===== src/rtl/write_back_pipe_if.sv =====
`default_nettype none
// ============================================================================
// Module      : write_back_pipe_if
// Description : Bundle interface for the write-back stage. Carries the
//               instruction bundle in, the register-file write out, the
//               bypass query/response and the retire count.
// Revision    : 1.0 - initial release
// ============================================================================
interface write_back_pipe_if #(
  parameter int XLEN  = 32,
  parameter int REG_W = 5,
  parameter int CNT_W = 32
);
  localparam int OFF_W = $clog2(XLEN / 8);

  logic             in_valid;
  logic             stall;
  logic             flush;
  logic [1:0]       wb_type;
  logic [2:0]       load_funct3;
  logic [OFF_W-1:0] byte_off;
  logic [XLEN-1:0]  pc;
  logic [XLEN-1:0]  mem_rdata;
  logic [XLEN-1:0]  exe_result;
  logic [REG_W-1:0] rd_in;
  logic [REG_W-1:0] fwd_rd;

  logic             out_valid;
  logic             wb_en;
  logic [XLEN-1:0]  wb_value;
  logic [REG_W-1:0] wb_rd;
  logic             fwd_hit;
  logic [XLEN-1:0]  fwd_value;
  logic [CNT_W-1:0] retired;

  // Upstream side: drives the bundle and bypass query, observes results.
  modport master (
    output in_valid, stall, flush, wb_type, load_funct3, byte_off,
           pc, mem_rdata, exe_result, rd_in, fwd_rd,
    input  out_valid, wb_en, wb_value, wb_rd, fwd_hit, fwd_value, retired
  );

  // Write-back stage side.
  modport slave (
    input  in_valid, stall, flush, wb_type, load_funct3, byte_off,
           pc, mem_rdata, exe_result, rd_in, fwd_rd,
    output out_valid, wb_en, wb_value, wb_rd, fwd_hit, fwd_value, retired
  );
endinterface
`default_nettype wire


===== src/rtl/write_back_pipe.sv =====
`default_nettype none
// ============================================================================
// Module      : write_back_pipe
// Description : RISC-V write-back stage. Selects ALU / load / link value,
//               extracts and extends sub-word loads, carries the result
//               through PIPE_DEPTH register stages with stall and flush,
//               offers a combinational bypass lookup and counts retirements.
// Revision    : 1.0 - initial release
// ============================================================================
module write_back_pipe #(
  parameter int XLEN       = 32,
  parameter int REG_W      = 5,
  parameter int PIPE_DEPTH = 2,
  parameter int CNT_W      = 32
) (
  input wire               clk,
  input wire               rst_n,
  write_back_pipe_if.slave bus
);
  localparam int         OFF_W   = $clog2(XLEN / 8);
  localparam int         LAST    = PIPE_DEPTH - 1;
  localparam logic [1:0] WB_NONE = 2'b00;
  localparam logic [1:0] WB_LOAD = 2'b10;
  localparam logic [1:0] WB_LINK = 2'b11;

  logic [OFF_W-1:0] off_half;
  logic [OFF_W-1:0] off_word;
  logic [7:0]       lane_b;
  logic [15:0]      lane_h;
  logic [31:0]      lane_w;
  logic [XLEN-1:0]  load_val;
  logic [XLEN-1:0]  sel_val;
  logic             in_take;
  logic             enter_out;

  logic [PIPE_DEPTH-1:0] valid_q;
  logic [XLEN-1:0]       value_q [PIPE_DEPTH];
  logic [REG_W-1:0]      rd_q    [PIPE_DEPTH];
  logic [CNT_W-1:0]      retired_q;
  logic [CNT_W-1:0]      retired_d;

  // Load lane extraction; low offset bits below the access size are dropped
  // so misaligned halves/words read the naturally aligned container.
  always_comb begin
    off_half = bus.byte_off & ~OFF_W'(1);
    off_word = (XLEN == 64) ? (bus.byte_off & ~OFF_W'(3)) : '0;
    lane_b   = 8'(bus.mem_rdata >> {bus.byte_off, 3'b000});
    lane_h   = 16'(bus.mem_rdata >> {off_half, 3'b000});
    lane_w   = 32'(bus.mem_rdata >> {off_word, 3'b000});
    case (bus.load_funct3)
      3'b000:  load_val = XLEN'($signed(lane_b));
      3'b100:  load_val = XLEN'(lane_b);
      3'b001:  load_val = XLEN'($signed(lane_h));
      3'b101:  load_val = XLEN'(lane_h);
      3'b010:  load_val = XLEN'($signed(lane_w));
      // LD on RV32 degrades to a full-word LW, which is the raw word.
      3'b011:  load_val = (XLEN == 64) ? bus.mem_rdata
                                       : XLEN'($signed(bus.mem_rdata[31:0]));
      3'b110:  load_val = (XLEN == 64) ? XLEN'(lane_w)
                                       : XLEN'($signed(bus.mem_rdata[31:0]));
      // Reserved code: LW from the bottom word, offset ignored.
      default: load_val = XLEN'($signed(bus.mem_rdata[31:0]));
    endcase
  end

  // Write-back source select; the link value wraps naturally at XLEN bits.
  always_comb begin
    case (bus.wb_type)
      WB_LOAD: sel_val = load_val;
      WB_LINK: sel_val = bus.pc + XLEN'(4);
      default: sel_val = bus.exe_result;
    endcase
  end

  // wb_type 00 is retired silently, so it never becomes a valid entry.
  assign in_take = bus.in_valid & (bus.wb_type != WB_NONE);

  // Stage registers: reset beats flush beats stall; flush keeps stale data.
  always_ff @(posedge clk) begin
    if (!rst_n) begin
      valid_q <= '0;
      for (int i = 0; i < PIPE_DEPTH; i++) begin
        value_q[i] <= '0;
        rd_q[i]    <= '0;
      end
    end else if (bus.flush) begin
      valid_q <= '0;
    end else if (!bus.stall) begin
      valid_q[0] <= in_take;
      value_q[0] <= sel_val;
      rd_q[0]    <= bus.rd_in;
      for (int i = 1; i < PIPE_DEPTH; i++) begin
        valid_q[i] <= valid_q[i-1];
        value_q[i] <= value_q[i-1];
        rd_q[i]    <= rd_q[i-1];
      end
    end
  end

  // Entry about to land in the output stage: the input itself when the pipe
  // is one deep, otherwise the stage just before the last.
  if (PIPE_DEPTH == 1) begin : g_single_stage
    assign enter_out = in_take;
  end else begin : g_multi_stage
    assign enter_out = valid_q[PIPE_DEPTH-2];
  end

  // Retire counter next state: counts only real advances into the output.
  always_comb begin
    retired_d = retired_q;
    if (!bus.flush && !bus.stall && enter_out) begin
      retired_d = retired_q + CNT_W'(1);
    end
  end

  // Retire counter register.
  always_ff @(posedge clk) begin
    if (!rst_n) begin
      retired_q <= '0;
    end else begin
      retired_q <= retired_d;
    end
  end

  // Bypass lookup: scan oldest to youngest so the youngest match wins.
  always_comb begin
    bus.fwd_hit   = 1'b0;
    bus.fwd_value = '0;
    for (int i = LAST; i >= 0; i--) begin
      if (valid_q[i] && (rd_q[i] == bus.fwd_rd) && (bus.fwd_rd != '0)) begin
        bus.fwd_hit   = 1'b1;
        bus.fwd_value = value_q[i];
      end
    end
  end

  assign bus.out_valid = valid_q[LAST];
  assign bus.wb_value  = value_q[LAST];
  assign bus.wb_rd     = rd_q[LAST];
  assign bus.wb_en     = valid_q[LAST] & (rd_q[LAST] != '0);
  assign bus.retired   = retired_q;

endmodule
`default_nettype wire


===== src/flat_wrapper.sv =====
// flat-port wrapper written by rule: the top's interface ports become plain ports
module write_back_pipe_flat 
#(
  parameter int XLEN       = 32,
  parameter int REG_W      = 5,
  parameter int PIPE_DEPTH = 2,
  parameter int CNT_W      = 32
)
  (clk, rst_n, bus_in_valid, bus_stall, bus_flush, bus_wb_type, bus_load_funct3, bus_byte_off, bus_pc, bus_mem_rdata, bus_exe_result, bus_rd_in, bus_fwd_rd, bus_out_valid, bus_wb_en, bus_wb_value, bus_wb_rd, bus_fwd_hit, bus_fwd_value, bus_retired);
  write_back_pipe_if #(.XLEN(XLEN), .REG_W(REG_W), .CNT_W(CNT_W)) bus_i ();
  input wire clk;
  input wire rst_n;
  input wire logic [$bits(bus_i.in_valid)-1:0] bus_in_valid;
  input wire logic [$bits(bus_i.stall)-1:0] bus_stall;
  input wire logic [$bits(bus_i.flush)-1:0] bus_flush;
  input wire logic [$bits(bus_i.wb_type)-1:0] bus_wb_type;
  input wire logic [$bits(bus_i.load_funct3)-1:0] bus_load_funct3;
  input wire logic [$bits(bus_i.byte_off)-1:0] bus_byte_off;
  input wire logic [$bits(bus_i.pc)-1:0] bus_pc;
  input wire logic [$bits(bus_i.mem_rdata)-1:0] bus_mem_rdata;
  input wire logic [$bits(bus_i.exe_result)-1:0] bus_exe_result;
  input wire logic [$bits(bus_i.rd_in)-1:0] bus_rd_in;
  input wire logic [$bits(bus_i.fwd_rd)-1:0] bus_fwd_rd;
  output wire logic [$bits(bus_i.out_valid)-1:0] bus_out_valid;
  output wire logic [$bits(bus_i.wb_en)-1:0] bus_wb_en;
  output wire logic [$bits(bus_i.wb_value)-1:0] bus_wb_value;
  output wire logic [$bits(bus_i.wb_rd)-1:0] bus_wb_rd;
  output wire logic [$bits(bus_i.fwd_hit)-1:0] bus_fwd_hit;
  output wire logic [$bits(bus_i.fwd_value)-1:0] bus_fwd_value;
  output wire logic [$bits(bus_i.retired)-1:0] bus_retired;
  assign bus_i.in_valid = bus_in_valid;
  assign bus_i.stall = bus_stall;
  assign bus_i.flush = bus_flush;
  assign bus_i.wb_type = bus_wb_type;
  assign bus_i.load_funct3 = bus_load_funct3;
  assign bus_i.byte_off = bus_byte_off;
  assign bus_i.pc = bus_pc;
  assign bus_i.mem_rdata = bus_mem_rdata;
  assign bus_i.exe_result = bus_exe_result;
  assign bus_i.rd_in = bus_rd_in;
  assign bus_i.fwd_rd = bus_fwd_rd;
  assign bus_out_valid = bus_i.out_valid;
  assign bus_wb_en = bus_i.wb_en;
  assign bus_wb_value = bus_i.wb_value;
  assign bus_wb_rd = bus_i.wb_rd;
  assign bus_fwd_hit = bus_i.fwd_hit;
  assign bus_fwd_value = bus_i.fwd_value;
  assign bus_retired = bus_i.retired;
  write_back_pipe #(.XLEN(XLEN), .REG_W(REG_W), .PIPE_DEPTH(PIPE_DEPTH), .CNT_W(CNT_W)) u_core (.clk(clk), .rst_n(rst_n), .bus(bus_i));
endmodule

===== config.mk =====
export PLATFORM = sky130hd
export DESIGN_NAME = write_back_pipe_flat
export DESIGN_NICKNAME = d
export VERILOG_FILES = /design/src/rtl/write_back_pipe_if.sv /design/src/rtl/write_back_pipe.sv /design/src/flat_wrapper.sv
export SDC_FILE = /design/constraint.sdc
export NUM_CORES = 1
export LEC_CHECK = 0
export CORE_MARGIN = 2
export CORE_UTILIZATION = 45
export CTS_CLUSTER_DIAMETER = 100
export DETAILED_ROUTE_END_ITERATION = 8
export GPL_TIMING_DRIVEN = 0
export MAX_ROUTING_LAYER = met4
export PLACE_DENSITY = 0.78
export SYNTH_ARGS = -nofsm -noshare
export SYNTH_HDL_FRONTEND = slang
export SYNTH_SLANG_ARGS = --single-unit

===== constraint.sdc =====
create_clock -name clk -period 17.6 [get_ports clk]
set_clock_uncertainty 0.15 [all_clocks]
set_input_delay 3.52 -clock clk [delete_from_list [all_inputs] [get_ports clk]]
set_output_delay 3.52 -clock clk [all_outputs]
set_load 0.01 [all_outputs]

==> results.ini, run 1 <==
[synthesis]
syn-mean-instance-area_um2 = 9.55
synth-async-reset-ratio_pct = 0
synth.area.top_cells = edfxtp_1 32%, dfxtp_1 9.9%, and2_1 6.7%
ys_types = 66
enable_flop_cells = 74
synth.cell_area_mm2 = 0.00684
yosys_register_bits = 108
synth.net_count = 837
top_area_cell = edfxtp_1
area_figure_in_the_yosys_stat_output_mm2 = 0.00684
post_synth_inst_count = 717
synthesis.yosys.warnings = 0
number_of_cells_in_the_yosys_synthesis_report = 717
part_of_the_yosys_area_used_for_sequential_elements_pct = 42.4
yosys.area.top_type_share_pct = 32.5
dominantRegCellSynth = edfxtp_1

[power_and_ir_drop]
switching_share_pct = 25.5
net_switching_power_mw = 0.153
power_frac_seq_pct = 48.8
combPwrFrac_pct = 17.7
pwr-share-clk_pct = 33.5
total_power_mw = 0.598
cell_int_power_mw = 0.446
vdd_drop_max_uv = 53.2
powerDensity_mw_per_mm2 = 62.3
leakage_nw = 3.50

[setup_path]
crit_path_max_fanout = 10
worst_ep_required_time_ns = 13.93
crit_path_start_kind = input port
worstSetupEndpointType = output pin
type_of_the_setup_path_with_the_least_slack = in2out
arrival_ns = 6.25

[global_route]
gr-usage-all-layers_pct = 27.2
grt_pass1_wl_mm = 33.0
grt_max_degree = 32
grt_use_met2_pct = 43.9
number_of_antenna_violations_at_the_first_check_in_global_routing = 0
grt.met3_usage_pct = 3.81
global_route.overflow_total = 0
first_global_vias = 6118

[routing]
dr_wl_met2_mm = 10.3
routed_via_density = 5.66
route.layer.met1.wl_mm = 9.35
highest_signal_layer_in_the_routed_design = met4
dr.first_iter.drc_count = 587
route.met3.wl_mm = 1.55
routed-via-count = 6455
drc = 0
number_of_routed_nets_with_antenna_violations = 0
finalWirelength_mm = 21.8
detailedRoute.firstPassIterationCount = 5

[finish]
num_antenna_cells = 0
finish.net_count = 1068
synth_to_layout_area_growth_pct = 40.4
fill_cells = 1244
drive_gt1_share_pct = 11.2

[timing]
slew_headroom_pct = 50.6
timing.final.hold_violations = 0
totalNegativeSetupSlack_ns = 0
finalWorstPathRequiredPeriod_ns = 9.92
final.period_utilization_pct = 56.3
final.setup.worst_slack_ns = 7.68
setup_violations = 0
worst_slew_pin_slew_ns = 0.734
unrepaired_setup_endpoints_after_global_routing = no
slew_viol_final = 0
max_freq_mhz = 101

[floorplanning]
floorplanUtilization_pct = 45.5
die_height_um = 127
rows = 45
pin_count = 222
core-area_mm2 = 0.0150
overall_die_area_mm2 = 0.0162
fp.dieW_um = 127

[clocking]
cts-resized-gates = 0
cts_sinks = 108
post_cts_hold_buffer_count = 0
clkLatencyLatePin_ns = 0.34
cts_tree = yes
master_cell_of_the_clock_root_buffer = clkbuf_16
post-cts-setup-buffers = 0
cts_h_tree_depth = 3
number_of_buffers_created_by_cts = 9
clkTransAtPathRegs_ns = 0.07
max-clock-path-buffers = 2

[flow_run]
cap_viol_max_count = 0
tool_warning_count = 26

[hold_path]
timing.hold.worst.class = reg2reg

[placement]
portBuffers = 218
place_worst_setup_slack_ns = 7.60
finalWeightedCongestion = 1.02
dpl.hpwl_mm = 17.3

[run_status]
outcome = finished, final reports clean

-- run 1: power by group through the flow --
stage          registers, mW  clock network [mW]  logic (mW)
2_1_floorplan          0.297                   0      0.0467
3_3_place_gp           0.300                   0       0.103
3_5_place_dp           0.297                   0       0.104
4_1_cts                0.292               0.202       0.105
5_1_grt                0.293               0.212       0.112
6_report               0.292               0.201       0.106
-- run 1: stage by stage --
| stage | hold WS [ns] | cell area [um2] | instances |
|---|---|---|---|
| 6_report | 0.408 | 9610 | 1141 |
| 5_1_grt | 0.425 | 9610 | 1141 |
| 4_1_cts | 0.410 | 9610 | 1141 |
| 3_5_place_dp | 0.349 | 9310 | 1125 |
| 3_3_place_gp | 0.339 | 9260 | 1123 |
| 2_1_floorplan | 0.351 | 6840 | 717 |
-- run 1: layout make-up --
class,instances,area [um2],share of cell area (%)
multi-input combinational,505,3380,35.1
sequential,108,2900,30.2
timing repair buffer,220,2220,23.1
buffer,79,483,5.03
clock buffer,11,253,2.63
tap,188,235,2.45
inverter,25,93.8,0.977
clock inverter,5,42.5,0.443
-- run 1: worst paths after layout --
kind                          startpoint                endpoint  slack [ns]  depth (start not counted)
setup / recovery           bus_fwd_rd[2]        bus_fwd_value[8]        7.68                          8
hold / removal     u_core.value_q[0][24]   u_core.value_q[0][56]        0.41                          1
setup reg to reg  u_core.bus.retired[11]  u_core.bus.retired[28]       15.48                          6
hold reg to reg    u_core.value_q[0][24]   u_core.value_q[0][56]        0.41                          1
-- run 1: synthesized netlist by cell type, drive strengths merged (14+ instances only) --
| cell type | n |
|---|---|
| nor2 | 31 |
| xnor2 | 48 |
| a22o | 30 |
| and2 | 74 |
| o21ai | 14 |
| nand2 | 61 |
| inv | 25 |
| xor2 | 15 |
| a21oi | 51 |
| edfxtp | 74 |
| nand4 | 23 |
| buf | 54 |
| clkbuf | 25 |
| nand3 | 29 |
| dfxtp | 34 |
-- run 1: kinds of logic after synthesis --
family,Yosys count,synth area share [%]
buffers and inverters,104,8.43
AOI/OAI and AO/OA,155,15.9
adders and majority gates,2,0.366
muxes,13,2.07
DFF,108,42.4
and+or+nand+nor,272,22.8
xor gates and xnor gates,63,8.06
-- run 1: worst max-delay path: stages --
cell and delay, ns:
clkdlybuf4s50_1 0.54, or4_1 0.15, nor2_2 0.05, nor4_1 0.66, o31a_1 0.31, buf_2 0.26
a22o_1 0.17, clkdlybuf4s50_1 0.58
-- run 1: registers in the layout, summed over array words and instances (netlist names) --
register and count:
u_core.rd_q 10, u_core.valid_q 2, u_core.bus.retired 32, u_core.value_q 64
-- run 1: layout by cell type (no fill, tap or decap), types with 4 or more instances in the layout --
cell type	instances
o21ai_0	10
nor4_1	7
a22oi_1	6
edfxtp_1	74
clkdlybuf4s50_1	218
o22ai_1	10
xnor2_1	48
a22o_1	30
nor3_1	9
buf_4	38
nand4_1	21
inv_1	25
nor2_1	28
a21oi_1	51
mux2_2	9
and3_1	5
clkbuf_1	23
a221oi_1	8
nand2b_1	4
xor2_1	15
clkbuf_8	4
a31oi_1	6
dfxtp_1	34
o221ai_1	7
and2_1	73
mux2i_1	4
nand2_1	61
nand3_1	28
nor2b_1	6
a21o_1	4
buf_2	13
clkbuf_16	9
Fig. 1: run 1, pin placement
Pins as bars across the die edge, other pins in grey.
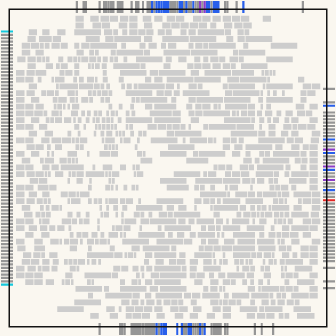
[bus_fwd_value] blue | pins: 32 | direction: output | edge: 17 top, 10 bottom, 5 right
[bus_byte_off] cyan | pins: 2 | direction: input | edge: left
[bus_rd_in] purple | pins: 5 | direction: input | edge: 3 right, 2 top
[bus_stall] red | pins: 1 | direction: input | edge: right

Fig. 2: run 1, routing congestion
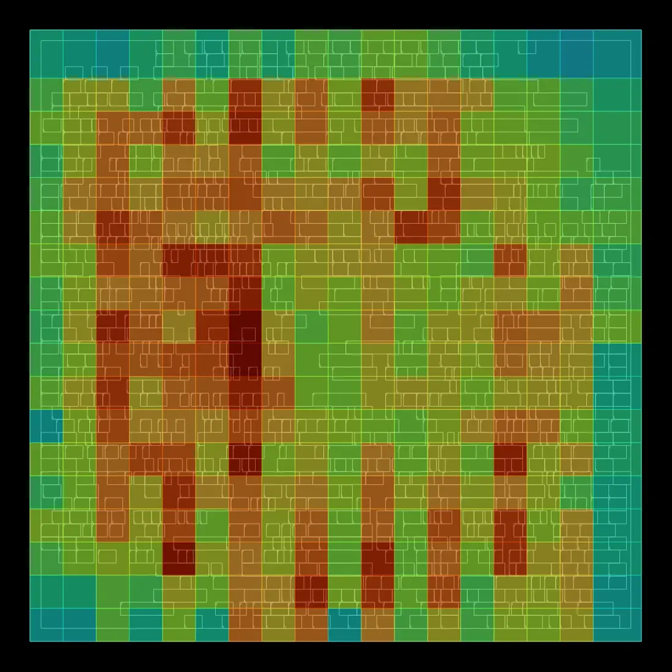
end-of-flow core utilization: 63.9%
global-route track usage on met1: 35.4%
Avg WL per Cell: 19.1 um
most used routing layer: met2

Fig. 3: run 1, metal 3
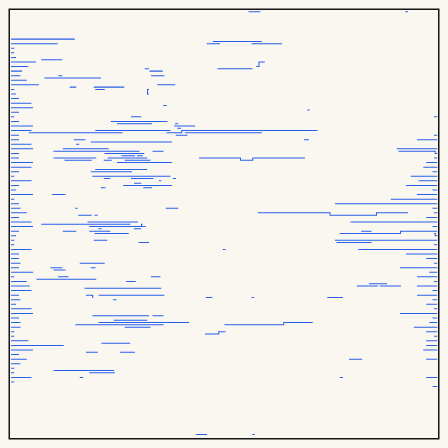
main direction: horizontal
longest straight run: 40.3 um
wire length on this layer: 1,550 um

Fig. 4: run 1, sequential cells coloured by netlist name
Other cells in grey.
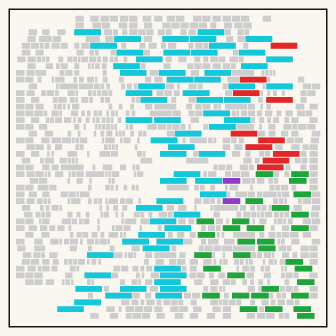

--- run 2 (diff from run 1) ---
- CORE_UTILIZATION: 45 -> 43
- clock period: 17.6 -> 9.1 ns (I/O delays scaled with it)
Fig. 5: run 2, sequential cells coloured by netlist name
Other cells in grey.
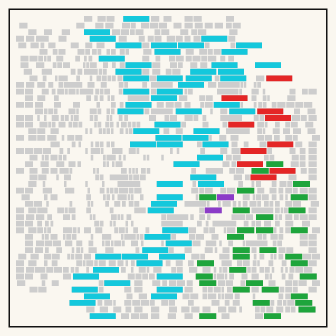
[u_core.rd_q] red | placed flops: 10 | where: middle right
[u_core.bus.retired] green | placed flops: 32 | where: lower right
[u_core.value_q] cyan | placed flops: 64
[u_core.valid_q] purple | placed flops: 2

Fig. 6: run 2, wiring by layer
Two of the layers only.
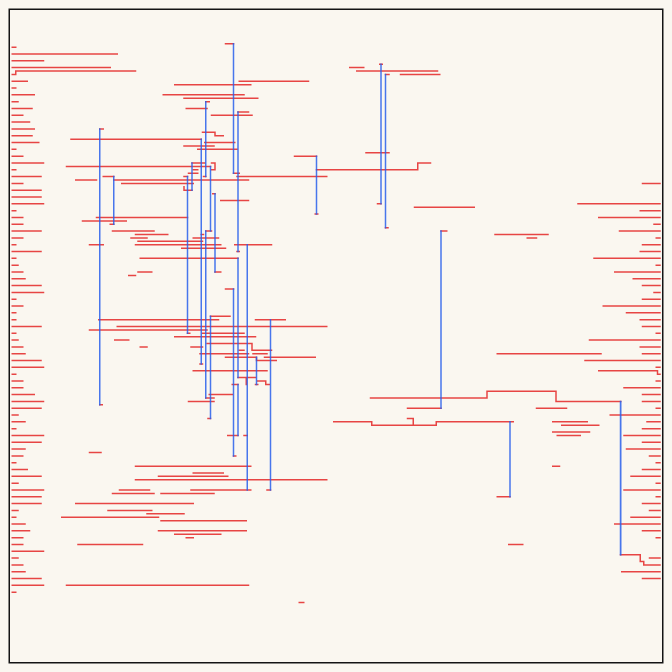
[metal 3] red | wire length: 1,700 um
[metal 4] blue | wire length: 604 um

Fig. 7: run 2, pin placement
Pins as bars across the die edge, other pins in grey.
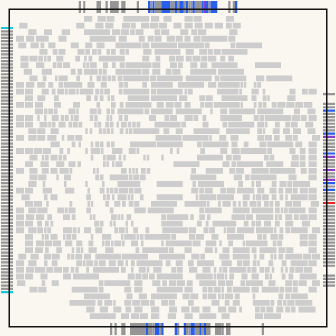
[bus_stall] red | pins: 1 | direction: input | edge: right
[bus_rd_in] purple | pins: 5 | direction: input | edge: 4 right, 1 top
[bus_fwd_value] blue | pins: 32 | direction: output | edge: 17 top, 10 bottom, 5 right
[bus_byte_off] cyan | pins: 2 | direction: input | edge: left
all pins by edge: 81 left, 55 right, 46 top, 40 bottom

==> results.ini, run 2 <==
[setup_path]
type_of_the_setup_path_with_the_least_slack = in2out
critical_path.cell_chain = clkdlybuf4s50_1, or4_1, nor2_2, nor4_1, o31a_1, buf_2, a22o_1, clkdlybuf4s50_1
r2r.worst_path.cells = 6  ; unchanged
worst_ep_required_time_ns = 7.13  ; -6.80 ns
arrival_ns = 4.55  ; -1.70 ns
crit_path_max_fanout = 10  ; unchanged
cpMaxStageDelayCell = nor4_1
crit_path_start_kind = input port
path_delay_family = buffers and inverters
crit_path_max_incr_delay_ns = 0.59  ; -0.07 ns
crit_cells = 8  ; unchanged
crit_path_buffers_inverters = 3  ; unchanged
path_common_cell = clkdlybuf4s50_1
worstSetupEndpointType = output pin

[timing]
setup_violations = 0  ; unchanged
totalNegativeSetupSlack_ns = 0  ; unchanged
unrepaired_setup_endpoints_after_global_routing = no
timing.final.hold_violations = 0  ; unchanged
finalWorstPathRequiredPeriod_ns = 6.52
max_freq_mhz = 153
final.period_utilization_pct = 71.6
worst_slew_pin_slew_ns = 0.791  ; +0.0570 ns
slew_viol_final = 0  ; unchanged
slew_headroom_pct = 47.1  ; -3.5 points

[synthesis]
yosys.area.top_type_share_pct = 32.5  ; unchanged
most_numerous_cell_types_in_the_synthesized_netlist = 74 x edfxtp_1, 73 x and2_1, 61 x nand2_1, 51 x a21oi_1, 48 x xnor2_1
synthesis.yosys.warnings = 0  ; unchanged
synth-async-reset-ratio_pct = 0  ; unchanged
yosys_register_bits = 108  ; unchanged
syn-mean-instance-area_um2 = 9.55  ; unchanged
top_area_cell = edfxtp_1
ys_types = 66  ; unchanged
netlist.top_cell.by_instances = edfxtp_1
post_synth_inst_count = 717  ; unchanged
synth.cell_area_mm2 = 0.00684  ; unchanged
synth.area.top_cells = edfxtp_1 32%, dfxtp_1 9.9%, and2_1 6.7%
number_of_cells_in_the_yosys_synthesis_report = 717  ; unchanged
synth.net_count = 837  ; unchanged
enable_flop_cells = 74  ; unchanged
dominantRegCellSynth = edfxtp_1
part_of_the_yosys_area_used_for_sequential_elements_pct = 42.4  ; unchanged
area_figure_in_the_yosys_stat_output_mm2 = 0.00684  ; unchanged

[finish]
drive_gt1_share_pct = 11.0  ; -0.21 points
finish.net_count = 1068  ; unchanged
num_antenna_cells = 0  ; unchanged
synth_to_layout_area_growth_pct = 41.2
finalNonFillerCells = 1169  ; +2.5%
flip_flop_count_of_the_largest_register_after_layout = 64  ; unchanged
top_register = u_core.value_q
layout_top_cells_excl_fill_tap = 218 x clkdlybuf4s50_1, 74 x edfxtp_1, 73 x and2_1
finalInstanceArea_mm2 = 0.00966  ; +0.56%
layout.cells.most_common = clkdlybuf4s50_1

[placement]
portBuffers = 218  ; unchanged
dpl.hpwl_mm = 17.4  ; +0.64%
post_dp_cell_area_mm2 = 0.00936  ; +0.46%
finalWeightedCongestion = 1.03  ; +0.95%
place_inst = 1153  ; +2.5%

[routing]
finalWirelength_mm = 21.9  ; +0.13%
routed_via_density = 5.51  ; -2.6%
dr_wl_met2_mm = 10.2  ; -1.6%
number_of_routed_nets_with_antenna_violations = 0  ; unchanged
route.layer.met1.wl_mm = 9.39  ; +0.48%
post_drt_wl_per_cell_um = 18.7  ; -2.3%
drc = 0  ; unchanged
highest_signal_layer_in_the_routed_design = met4
detailedRoute.firstPassIterationCount = 5  ; unchanged
routed-via-count = 6442  ; -0.20%
dr.first_iter.drc_count = 594  ; +1.2%
route.met3.wl_mm = 1.70  ; +10%

[floorplanning]
overall_die_area_mm2 = 0.0169  ; +4.5%
floorplanUtilization_pct = 43.6  ; -2.0 points
pin_count = 222  ; unchanged
core-area_mm2 = 0.0157  ; +4.5%
fp.dieW_um = 130  ; +2.2%
die_height_um = 130  ; +2.2%
rows = 46  ; +2.2%

[clocking]
master_cell_of_the_clock_root_buffer = clkbuf_16
cts_tree = yes
clkTransAtPathRegs_ns = 0.07  ; about the same
number_of_buffers_created_by_cts = 9  ; unchanged
cts-resized-gates = 0  ; unchanged
max-clock-path-buffers = 2  ; unchanged
cts_h_tree_depth = 3  ; unchanged
clkLatencyLatePin_ns = 0.35  ; about the same
post-cts-setup-buffers = 0  ; unchanged
cts_sinks = 108  ; unchanged
post_cts_hold_buffer_count = 0  ; unchanged

[hold_path]
timing.hold.worst.class = reg2reg
hold_path_depth = 1  ; unchanged

[flow_run]
cap_viol_max_count = 0  ; unchanged
tool_warning_count = 26  ; unchanged

[power_and_ir_drop]
powerDensity_mw_per_mm2 = 121  ; +94%
cell_int_power_mw = 0.879  ; +97%
combPwrFrac_pct = 17.6  ; about the same
pwr-share-clk_pct = 34.1  ; +0.6 points
net_switching_power_mw = 0.288  ; +89%
switching_share_pct = 24.7  ; -0.84 points
vdd_drop_max_uv = 107  ; +100%
leakage_nw = 3.51  ; +0.17%
power_frac_seq_pct = 48.4  ; -0.4 points

[global_route]
first_global_vias = 6132  ; +0.23%
number_of_antenna_violations_at_the_first_check_in_global_routing = 0  ; unchanged
grt_max_degree = 32  ; unchanged
global_route.overflow_total = 0  ; unchanged
gr-usage-all-layers_pct = 26.4  ; -0.77 points
grt_pass1_wl_mm = 33.1  ; +0.35%

[run_status]
outcome = finished, final reports clean

==> run 2: cell count changes in the layout (fill, tap and decap cells not counted), sizes merged <==
cell,change
clkbuf,+2
clkinv,-1
inv,-1
==> run 2: worst reg2reg max path: cells and delay by family (launching register included) <==
kind	cells	cell delay, ns
xor+xnor	1	0.17
simple gates	4	0.89
flops	1	0.45
buf+inv	1	0.39
==> run 2: cell families (layout without fill, tap and decap cells) <==
group / count (synthesis) / count (layout) / share of synthesized area (%)
buffers and inverters: 104 / 340 / 8.43
and+or+nand+nor: 272 / 272 / 22.8
adders and majority gates: 2 / 2 / 0.366
muxes: 13 / 13 / 2.07
xor gates and xnor gates: 63 / 63 / 8.06
DFF: 108 / 108 / 42.4
AOI/OAI and AO/OA: 155 / 155 / 15.9
==> run 2: through the flow <==
| step | hold slack [ns] | setup WS [ns] | power (mW) | utilization, % |
|---|---|---|---|---|
| 6_report | 0.404 | 2.58 | 1.17 | 61.5 |
| 3_5_place_dp | 0.376 | 2.59 | 0.777 | 59.5 |
| 3_3_place_gp | 0.340 | -1.46 | 0.778 | 59.2 |
| 2_1_floorplan | 0.351 | 1.16 | 0.664 | - |
| 4_1_cts | 0.405 | 2.59 | 1.17 | 61.5 |
| 5_1_grt | 0.422 | 2.38 | 1.21 | 61.5 |
==> run 2: per-layer routing <==
metal	global-route usage [%]	up-vias
li1	-	3021
met1	34.8	3000
met5	-	-
met4	7.53	0
met3	3.61	53
met2	42.7	368
==> run 2: layout make-up <==
class                           instances  area (um2)
Multi-Input combinational cell        505        3380
Sequential cell                       108        2900
Clock inverter                          3        23.8
Buffer                                 79         483
Tap cell                              216         270
Fill cell                            1354        6050
Timing Repair Buffer                  220        2230
Clock buffer                           13         283
Inverter                               25        93.8
==> run 2: worst paths after layout <==
kind                                       startpoint                     end  slack, ns
worst max-delay path                    bus_fwd_rd[2]       bus_fwd_value[16]       2.58
worst min-delay path            u_core.value_q[0][14]   u_core.value_q[0][46]       0.40
worst max register to register  u_core.bus.retired[8]  u_core.bus.retired[28]       6.94
worst min register to register  u_core.value_q[0][14]   u_core.value_q[0][46]       0.40
==> run 2: power groups by stage <==
stage	Clock (mW)	Sequential (mW)	Combinational, mW
detailed placement	0	0.575	0.202
global placement	0	0.580	0.198
CTS	0.401	0.564	0.203
global route	0.419	0.567	0.219
floorplan	0	0.574	0.0903
finish	0.397	0.564	0.205
Power and IR drop assume default switching activity.
